### config.mk
export PLATFORM = sky130hd
export DESIGN_NAME = ultrasonic_echo_capture
export DESIGN_NICKNAME = d
export VERILOG_FILES = /design/src/rtl/ultrasonic_echo_capture.sv
export SDC_FILE = /design/constraint.sdc
export NUM_CORES = 1
export LEC_CHECK = 0
export CORE_UTILIZATION = 60
export DETAILED_ROUTE_END_ITERATION = 10
export GPL_TIMING_DRIVEN = 0
export HOLD_SLACK_MARGIN = 0.08
export PLACE_DENSITY = 0.84
export SETUP_SLACK_MARGIN = 0.4
export SYNTH_ARGS = -nofsm -noshare
export SYNTH_HDL_FRONTEND = slang
export SYNTH_SLANG_ARGS = --single-unit
export TNS_END_PERCENT = 20
### constraint.sdc
create_clock -name clk -period 3.3 [get_ports clk]
set_input_delay 0.825 -clock clk [delete_from_list [all_inputs] [get_ports clk]]
set_output_delay 0.825 -clock clk [all_outputs]
set_load 0.01 [all_outputs]
### src/rtl/ultrasonic_echo_capture.sv
// ultrasonic_echo_capture
//   Multi-channel ultrasonic ranging front end. Fires a trigger pulse on
//   each sensor in turn, measures the returned echo pulse width in clk
//   cycles through a synchronised input, and publishes one tagged result
//   per measurement.
//
// Ports
//   clk      in   system clock
//   rst_n    in   asynchronous active-low reset
//   start    in   single-shot request, sampled only in IDLE
//   auto_en  in   free-running round-robin mode while high
//   echo     in   [CHANNELS] raw asynchronous echo inputs
//   trig     out  [CHANNELS] trigger outputs, at most one bit high
//   width    out  [WIDTH] last measured pulse width, held until next result
//   chan     out  [CW] channel index of the last result
//   valid    out  one-cycle strobe when width/chan/timeout update
//   timeout  out  current result had no echo or a saturated count
//   busy     out  high in every state except IDLE

module ultrasonic_echo_capture #(
    parameter int unsigned CHANNELS      = 2,
    parameter int unsigned WIDTH         = 16,
    parameter int unsigned SYNC_STAGES   = 2,
    parameter int unsigned TRIG_CYCLES   = 120,
    parameter int unsigned RISE_TIMEOUT  = 6000,
    parameter int unsigned PERIOD_CYCLES = 720000,
    localparam int unsigned CW = (CHANNELS > 1) ? $clog2(CHANNELS) : 1
) (
    input  logic                clk,
    input  logic                rst_n,
    input  logic                start,
    input  logic                auto_en,
    input  logic [CHANNELS-1:0] echo,
    output logic [CHANNELS-1:0] trig,
    output logic [WIDTH-1:0]    width,
    output logic [CW-1:0]       chan,
    output logic                valid,
    output logic                timeout,
    output logic                busy
);

    localparam logic [31:0]         TRIG_LAST   = 32'(TRIG_CYCLES - 1);
    localparam logic [31:0]         RISE_LAST   = 32'(RISE_TIMEOUT - 1);
    localparam logic [31:0]         PERIOD_LAST = 32'(PERIOD_CYCLES - 1);
    localparam logic [WIDTH-1:0]    CNT_MAX     = '1;
    localparam logic [WIDTH-1:0]    CNT_NEAR    = CNT_MAX - 1'b1;
    localparam logic [CW-1:0]       PTR_LAST    = CW'(CHANNELS - 1);
    localparam logic [CHANNELS-1:0] TRIG_ONE    = CHANNELS'(1);

    typedef enum logic [2:0] {
        IDLE,
        TRIG,
        WAIT_RISE,
        MEASURE,
        HOLDOFF
    } state_t;

    state_t              state;
    logic [CW-1:0]       ptr;
    logic [CW-1:0]       ptr_next;
    logic [31:0]         tcnt;
    logic [31:0]         period;
    logic [WIDTH-1:0]    cnt;

    logic [CHANNELS-1:0] sync_q [SYNC_STAGES];
    logic [CHANNELS-1:0] es;
    logic [CHANNELS-1:0] es_d;
    logic                sel_es;
    logic                sel_rise;

    // Echo synchronisers plus one delayed copy for edge detection.
    always_ff @(posedge clk or negedge rst_n) begin
        if (!rst_n) begin
            for (int unsigned i = 0; i < SYNC_STAGES; i++) begin
                sync_q[i] <= '0;
            end
            es_d <= '0;
        end else begin
            sync_q[0] <= echo;
            for (int unsigned i = 1; i < SYNC_STAGES; i++) begin
                sync_q[i] <= sync_q[i-1];
            end
            es_d <= es;
        end
    end

    always_comb begin
        es       = sync_q[SYNC_STAGES-1];
        sel_es   = es[ptr];
        // An echo already high when WAIT_RISE starts has es_d set, so it
        // never looks like a rise and a stuck-high sensor times out.
        sel_rise = es[ptr] & ~es_d[ptr];
        ptr_next = (ptr == PTR_LAST) ? '0 : ptr + CW'(1);
    end

    always_ff @(posedge clk or negedge rst_n) begin
        if (!rst_n) begin
            state   <= IDLE;
            ptr     <= '0;
            tcnt    <= '0;
            period  <= '0;
            cnt     <= '0;
            trig    <= '0;
            width   <= '0;
            chan    <= '0;
            valid   <= 1'b0;
            timeout <= 1'b0;
            busy    <= 1'b0;
        end else begin
            valid <= 1'b0;

            // Period counter saturates at its terminal value so HOLDOFF can
            // exit at once if the measurement already used the full period.
            if (state != IDLE && period < PERIOD_LAST) begin
                period <= period + 32'd1;
            end

            unique case (state)
                IDLE: begin
                    if (start || auto_en) begin
                        state  <= TRIG;
                        trig   <= TRIG_ONE << ptr;
                        tcnt   <= '0;
                        period <= '0;
                        busy   <= 1'b1;
                    end
                end

                TRIG: begin
                    if (tcnt == TRIG_LAST) begin
                        trig  <= '0;
                        tcnt  <= '0;
                        state <= WAIT_RISE;
                    end else begin
                        tcnt <= tcnt + 32'd1;
                    end
                end

                WAIT_RISE: begin
                    if (sel_rise) begin
                        cnt   <= WIDTH'(1);
                        state <= MEASURE;
                    end else if (tcnt == RISE_LAST) begin
                        width   <= '0;
                        timeout <= 1'b1;
                        chan    <= ptr;
                        valid   <= 1'b1;
                        state   <= HOLDOFF;
                    end else begin
                        tcnt <= tcnt + 32'd1;
                    end
                end

                MEASURE: begin
                    if (!sel_es) begin
                        width   <= cnt;
                        timeout <= 1'b0;
                        chan    <= ptr;
                        valid   <= 1'b1;
                        state   <= HOLDOFF;
                    end else if (cnt == CNT_NEAR) begin
                        // This high sample would take the count to all-ones:
                        // report saturation without waiting for the fall.
                        width   <= CNT_MAX;
                        timeout <= 1'b1;
                        chan    <= ptr;
                        valid   <= 1'b1;
                        state   <= HOLDOFF;
                    end else begin
                        cnt <= cnt + WIDTH'(1);
                    end
                end

                HOLDOFF: begin
                    if (period >= PERIOD_LAST) begin
                        ptr <= ptr_next;
                        if (auto_en) begin
                            state  <= TRIG;
                            trig   <= TRIG_ONE << ptr_next;
                            tcnt   <= '0;
                            period <= '0;
                        end else begin
                            state <= IDLE;
                            busy  <= 1'b0;
                        end
                    end
                end

                default: begin
                    state <= IDLE;
                    trig  <= '0;
                    busy  <= 1'b0;
                end
            endcase
        end
    end

endmodule

Fig. 1: run 1, placed cells, one colour a class
Drawn at 3 px/µm.
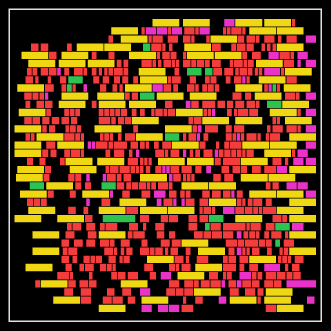
| class | colour | cells |
|---|---|---|
| registers | yellow | 112 |
| remaining buffers and delay cells | magenta | 67 |
| clock drivers and dummy loads | green | 16 |
| remaining logic cells | red | 484 |
fin area: 6845 µm²
Seq area share: 40.94%
final core utilization: 69.39%
total core area: 9864 µm²
row count: 36

Fig. 2: run 1, metal layers overlaid
Drawn at 4 px/µm. Only two layers are drawn.
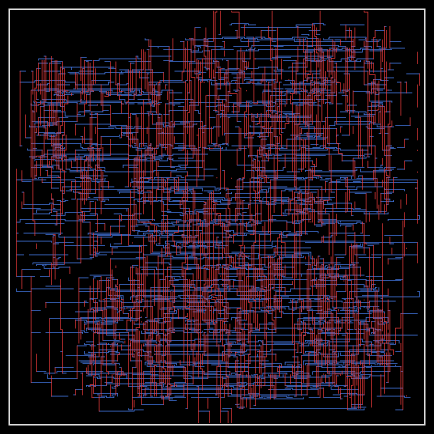
| layer | colour | wire length |
|---|---|---|
| M1 | blue | 6,880 µm |
| M2 | red | 7,170 µm |
WL final: 15.59 mm
total number of vias: 5,533
WL/cell: 19.19 µm
gr usage total: 30.33%

Fig. 3: run 1, cell outlines without signal wires
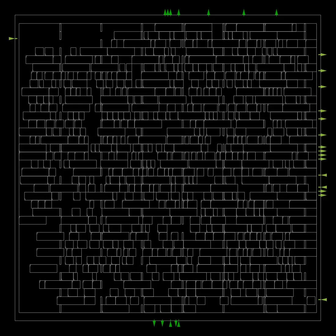
Finished Layout Cells: 812
n_taps: 133

==> flow_summary.yaml, run 1 <==
# implementation run metrics
finish:
  logic_area_um2: 3138
  largest_cell_class: "logic gates"
  fillCellCount: 772
  bufAreaShareNonClock_pct: 7.384
  flops: 112
  logic_gate_count: 472
  antennaDiodeCount: 0
  drive_gt1_share_pct: 6.922
  syn_to_final_growth_pct: 10.68
  largestRegisters: "period: 32 flops, tcnt: 32 flops"
  clock_cell_area_share_pct: 2.742
  seq_area_um2: 2803
logic_synthesis:
  ff_type: "dfrtp_1"
  ys_cells: 635
  netlist_instances: 635
  synth_area_um2: 6185
  async_reset_ff_share_pct: 100.0
  ys_seq_share_pct: 45.32
  ys_sh_xor_pct: 1.133
  adder_share_pct: 0.8092
  ys_ff: 112
  synth_top_area_share_pct: 45.32
  top_cell: "dfrtp_1"
  largest_area_cell: "dfrtp_1"
  avgSynthCellArea_um2: 9.740
  mux_share_pct: 3.257
  synth-compound-area-share_pct: 21.81
  synth_cell_types: 62
  synth_nets: 645
place:
  place_ws_ns: 0.3270
  place_inst: 796
  portBuffers: 27
  place_congestion: 0.9148
  placed_area_um2: 6646
floorplanning:
  die_w_um: 103.5
  die_y_um: 103.5
  die-area_um2: 10720
  floorplan.core_util_pct: 62.70
  ios: 28
power:
  powerSeq_mw: 1.38
  clkPwrFrac_pct: 36.4
  seqPwrFrac_pct: 61.7
  power_mw: 2.233
  ir_drop_v: 0.0004577
  power.internal_mw: 1.733
  switchingPower_uw: 500.3
  pg_clk_uw: 813
  power_leader: "registers"
  p_comb_uw: 43.5
  combPwrFrac_pct: 1.9
worst_setup_path:
  crit_path_frequent_cell: "clkbuf_1"
  critPathMaxStageDelay_ns: 0.50
  cp_num_buf_inv: 2
  path_max_fanout: 10
  cp_top_family: "buffers and inverters"
  rr_worst_depth: 7
  worstReg2RegStart: "tcnt[7]"
  crit_path_end_kind: "flip-flop"
  path_class: "flip-flop to flip-flop"
  r2r_setup_slack_ns: 0.43
  setup.worst_path.end: "tcnt[2]"
sta:
  finClkSkew_ns: 0.01652
  max_freq_ghz: 0.3481
  relSlewSlack_pct: 20.57
  period_used_pct: 87.06
  grt_setup_unrepaired: "true"
  tns_ns: 0
job:
  drv_cap: 0
  warning_count: 29
routing:
  vias_per_cell: 6.814
  met3_length_mm: 1.286
  drc_errors: 0
cts:
  clk_pin_slew_ns: 0.09
  cts_buffers: 9
  cts_setup_buffers: 0
  htree_levels: 3
  cts_hold_buf: 0
grt:
  gr-usage-met3_pct: 7.237
  grt_max_degree: 70
  globalRouteMet2Util_pct: 46.21
  grt_pass1_wl_mm: 26.10
  antenna_found_initial: 0
  grt_pass1_vias: 5202
hold_path:
  min-delay-start: "sync_q[2]"
  hp-class: "flip-flop to flip-flop"
run_status:
  status: "finished clean"
==> inputs of run 2 (changes only) <==
ABC_CLOCK_PERIOD_IN_PS = 3300   (was default)
Fig. 4: run 2, cell outlines without signal wires
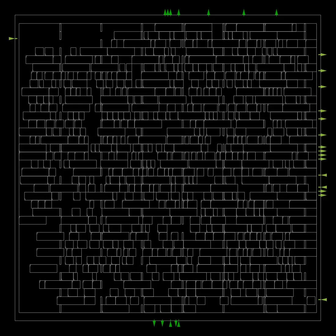
seq_cells: 112
Filler Cell Count: 772

Fig. 5: run 2, metal 3
Drawn at 4 px/µm.
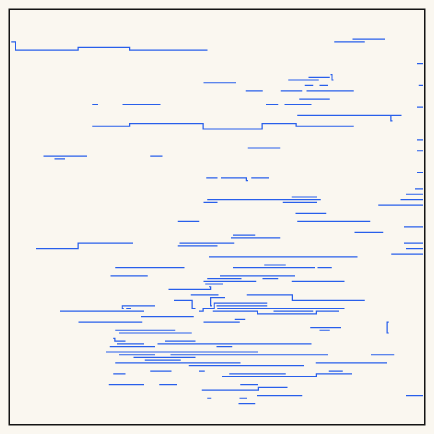
main direction: horizontal
share of all routed wire: 8.3%
GR Layer Usage met3: 7.237%

Fig. 6: run 2, placed cells, one colour a class
Drawn at 3 px/µm.
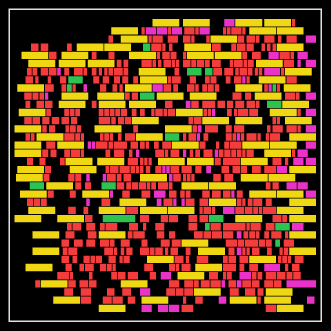
| class | colour | cells |
|---|---|---|
| remaining buffers and delay cells | magenta | 67 |
| clock drivers and dummy loads | green | 16 |
| remaining logic cells | red | 484 |
| registers | yellow | 112 |

==> run 2 against run 1 <==
  * Global-route usage unchanged
  * Utilization unchanged
  * Cell count unchanged
  * Non-clock buffer count unchanged
  * Synthesized cell count unchanged
  * Register-to-register slack is essentially flat
  * Largest power group unchanged
  * Highest routed layer unchanged
==> flow_summary.yaml, run 2 <==
# implementation run metrics
run_status:
  status: "finished clean"
power:
  p_comb_uw: 43.5
  power.internal_mw: 1.733
  powerSeq_mw: 1.38
  ir_drop_v: 0.0004577
  clkPwrFrac_pct: 36.4
  power_mw: 2.233
  combPwrFrac_pct: 1.9
  switchingPower_uw: 500.3
routing:
  routed_wirelength_mm: 15.59
  drc_errors: 0
  vias_per_cell: 6.814
  met3_length_mm: 1.286
  wl_per_cell_um: 19.19
grt:
  globalRouteMet2Util_pct: 46.21
  grt_pass1_wl_mm: 26.10
sta:
  period_used_pct: 87.06
  tns_ns: 0
  grt_setup_unrepaired: "true"
  finClkSkew_ns: 0.01652
  max_freq_ghz: 0.3481
floorplanning:
  die-area_um2: 10720
  rows: 36
  floorplan.core_util_pct: 62.70
  taps: 133
  ios: 28
finish:
  seq_share_pct: 40.94
  antennaDiodeCount: 0
  largest_cell_class: "logic gates"
  final_core_util_pct: 69.39
  clock_cell_area_share_pct: 2.742
  largestRegisters: "period: 32 flops, tcnt: 32 flops"
  stdcell_count: 812
  drive_gt1_share_pct: 6.922
hold_path:
  hp-class: "flip-flop to flip-flop"
  min-delay-start: "sync_q[2]"
worst_setup_path:
  cp_top_family: "buffers and inverters"
  crit_path_frequent_cell: "clkbuf_1"
  rr_worst_depth: 7
  path_max_fanout: 10
  critPathMaxStageDelay_ns: 0.50
  path_class: "flip-flop to flip-flop"
  cp_num_buf_inv: 2
  r2r_setup_slack_ns: 0.43
  worstReg2RegStart: "tcnt[7]"
  crit_path_end_kind: "flip-flop"
job:
  drv_cap: 0
  warning_count: 29
cts:
  clk_pin_slew_ns: 0.09
  cts_setup_buffers: 0
  cts_hold_buf: 0
  htree_levels: 3
logic_synthesis:
  ys_ff: 112
  ys_sh_xor_pct: 1.133
  synth_top_area_share_pct: 45.32
  ys_cells: 635
  avgSynthCellArea_um2: 9.740
  netlist_instances: 635
  ff_type: "dfrtp_1"
  synth-compound-area-share_pct: 21.81
  mux_share_pct: 3.257
  async_reset_ff_share_pct: 100.0
  ys_seq_share_pct: 45.32
  top_cell: "dfrtp_1"
  synth_nets: 645
place:
  place_inst: 796
  portBuffers: 27
  place_ws_ns: 0.3270
  placed_area_um2: 6646
==> inputs of run 3 (changes only) <==
ABC_AREA = 1   (was default)
Fig. 7: run 3, metal layers overlaid
Drawn at 4 px/µm. Only two layers are drawn.
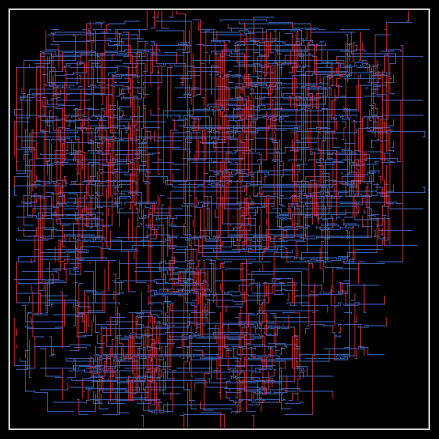
| layer | colour | wire length |
|---|---|---|
| M2 | red | 6,680 µm |
| M1 | blue | 6,510 µm |
WL final: 14.21 mm
gr usage total: 28.51%

Fig. 8: run 3, placed cells, one colour a class
Drawn at 3 px/µm.
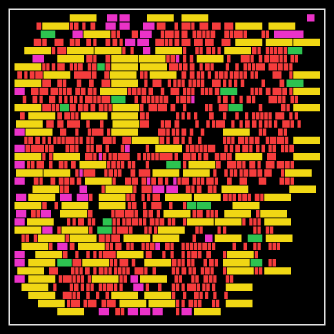
| class | colour | cells |
|---|---|---|
| clock drivers and dummy loads | green | 16 |
| remaining buffers and delay cells | magenta | 48 |
| registers | yellow | 112 |
| remaining logic cells | red | 709 |

Fig. 9: run 3, sequential cells coloured by netlist name
Drawn at 6 px/µm. Other sequential cells in the stronger grey, the rest of the logic in the fainter grey.
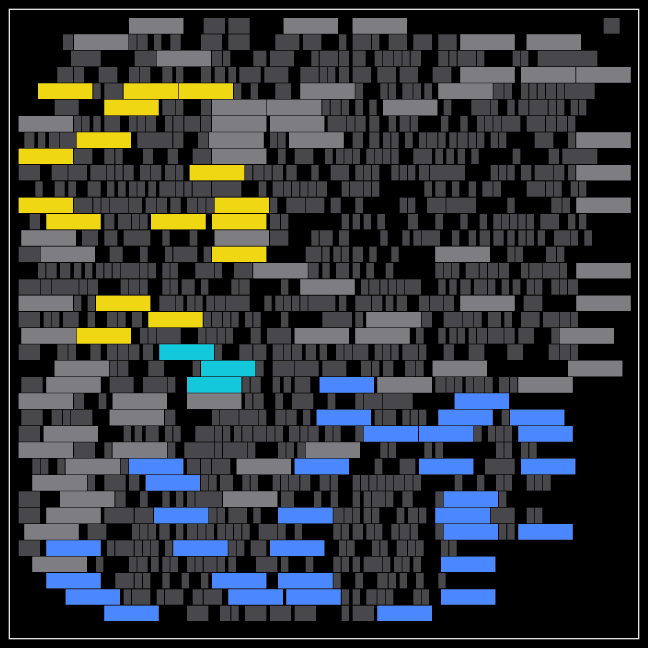
| signal | colour | sequential cells |
|---|---|---|
| period | blue | 32 |
| state | cyan | 3 |
| cnt | yellow | 16 |
not coloured: 61
Seq area share: 40.11%
seq pwr: 1.71 mW

==> run 3 against run 2 <==
  * Clock power about the same
  * Count of clock-buffer cells in the layout decreased by 1
  * Final area is 2.1% higher
  * Sequential power grew 24%
  * Sequential share of layout area fell by 0.84 points
  * Flip-flop count stayed put
  * Power is 100% higher
  * Global-route usage fell by 1.8 points
  * Utilization is 1.4 points lower
  * Worst hold slack better by 0.0030 ns
  * Critical path type unchanged
  * Largest cell class unchanged
==> flow_summary.yaml, run 3 <==
# implementation run metrics
floorplanning:
  taps: 136
  rows: 37
  floorplan.core_util_pct: 61.50
  die-area_um2: 10950
  ios: 28
cts:
  cts_hold_buf: 0
  htree_levels: 3
  clk_pin_slew_ns: 0.11
grt:
  grt_pass1_wl_mm: 24.77
  gr-usage-met3_pct: 6.301
worst_setup_path:
  critPathMaxStageDelay_ns: 0.47
  path_class: "flip-flop to flip-flop"
  crit_path_frequent_cell: "nand2_1"
  worstReg2RegStart: "tcnt[0]"
  crit_path_end_kind: "flip-flop"
  cp_top_family: "simple AND/OR/NAND/NOR gates"
  r2r_setup_slack_ns: 1.01
logic_synthesis:
  ff_type: "dfrtp_1"
  synth_nets: 851
  avgSynthCellArea_um2: 7.516
  ys_seq_share_pct: 44.34
  top_cell: "nand2_1"
power:
  combPwrFrac_pct: 43.5
  clkPwrFrac_pct: 18.3
  p_comb_mw: 1.94
  power_mw: 4.470
  switchingPower_mw: 1.932
run_status:
  status: "finished clean"
routing:
  drc_errors: 0
  vias_per_cell: 5.402
  wl_per_cell_um: 13.91
finish:
  largestRegisters: "period: 32 flops, tcnt: 32 flops"
  fillCellCount: 897
  clock_cell_area_share_pct: 2.883
  stdcell_count: 1021
  antennaDiodeCount: 0
  flops: 112
place:
  place_ws_ns: 0.7193
  place_inst: 1005
sta:
  tns_ns: 0
  finClkSkew_ns: 0.01224
  period_used_pct: 69.33
hold_path:
  hp-class: "flip-flop to flip-flop"
job:
  drv_cap: 0
No activity file was given, so power comes from the tool's default toggle rates.
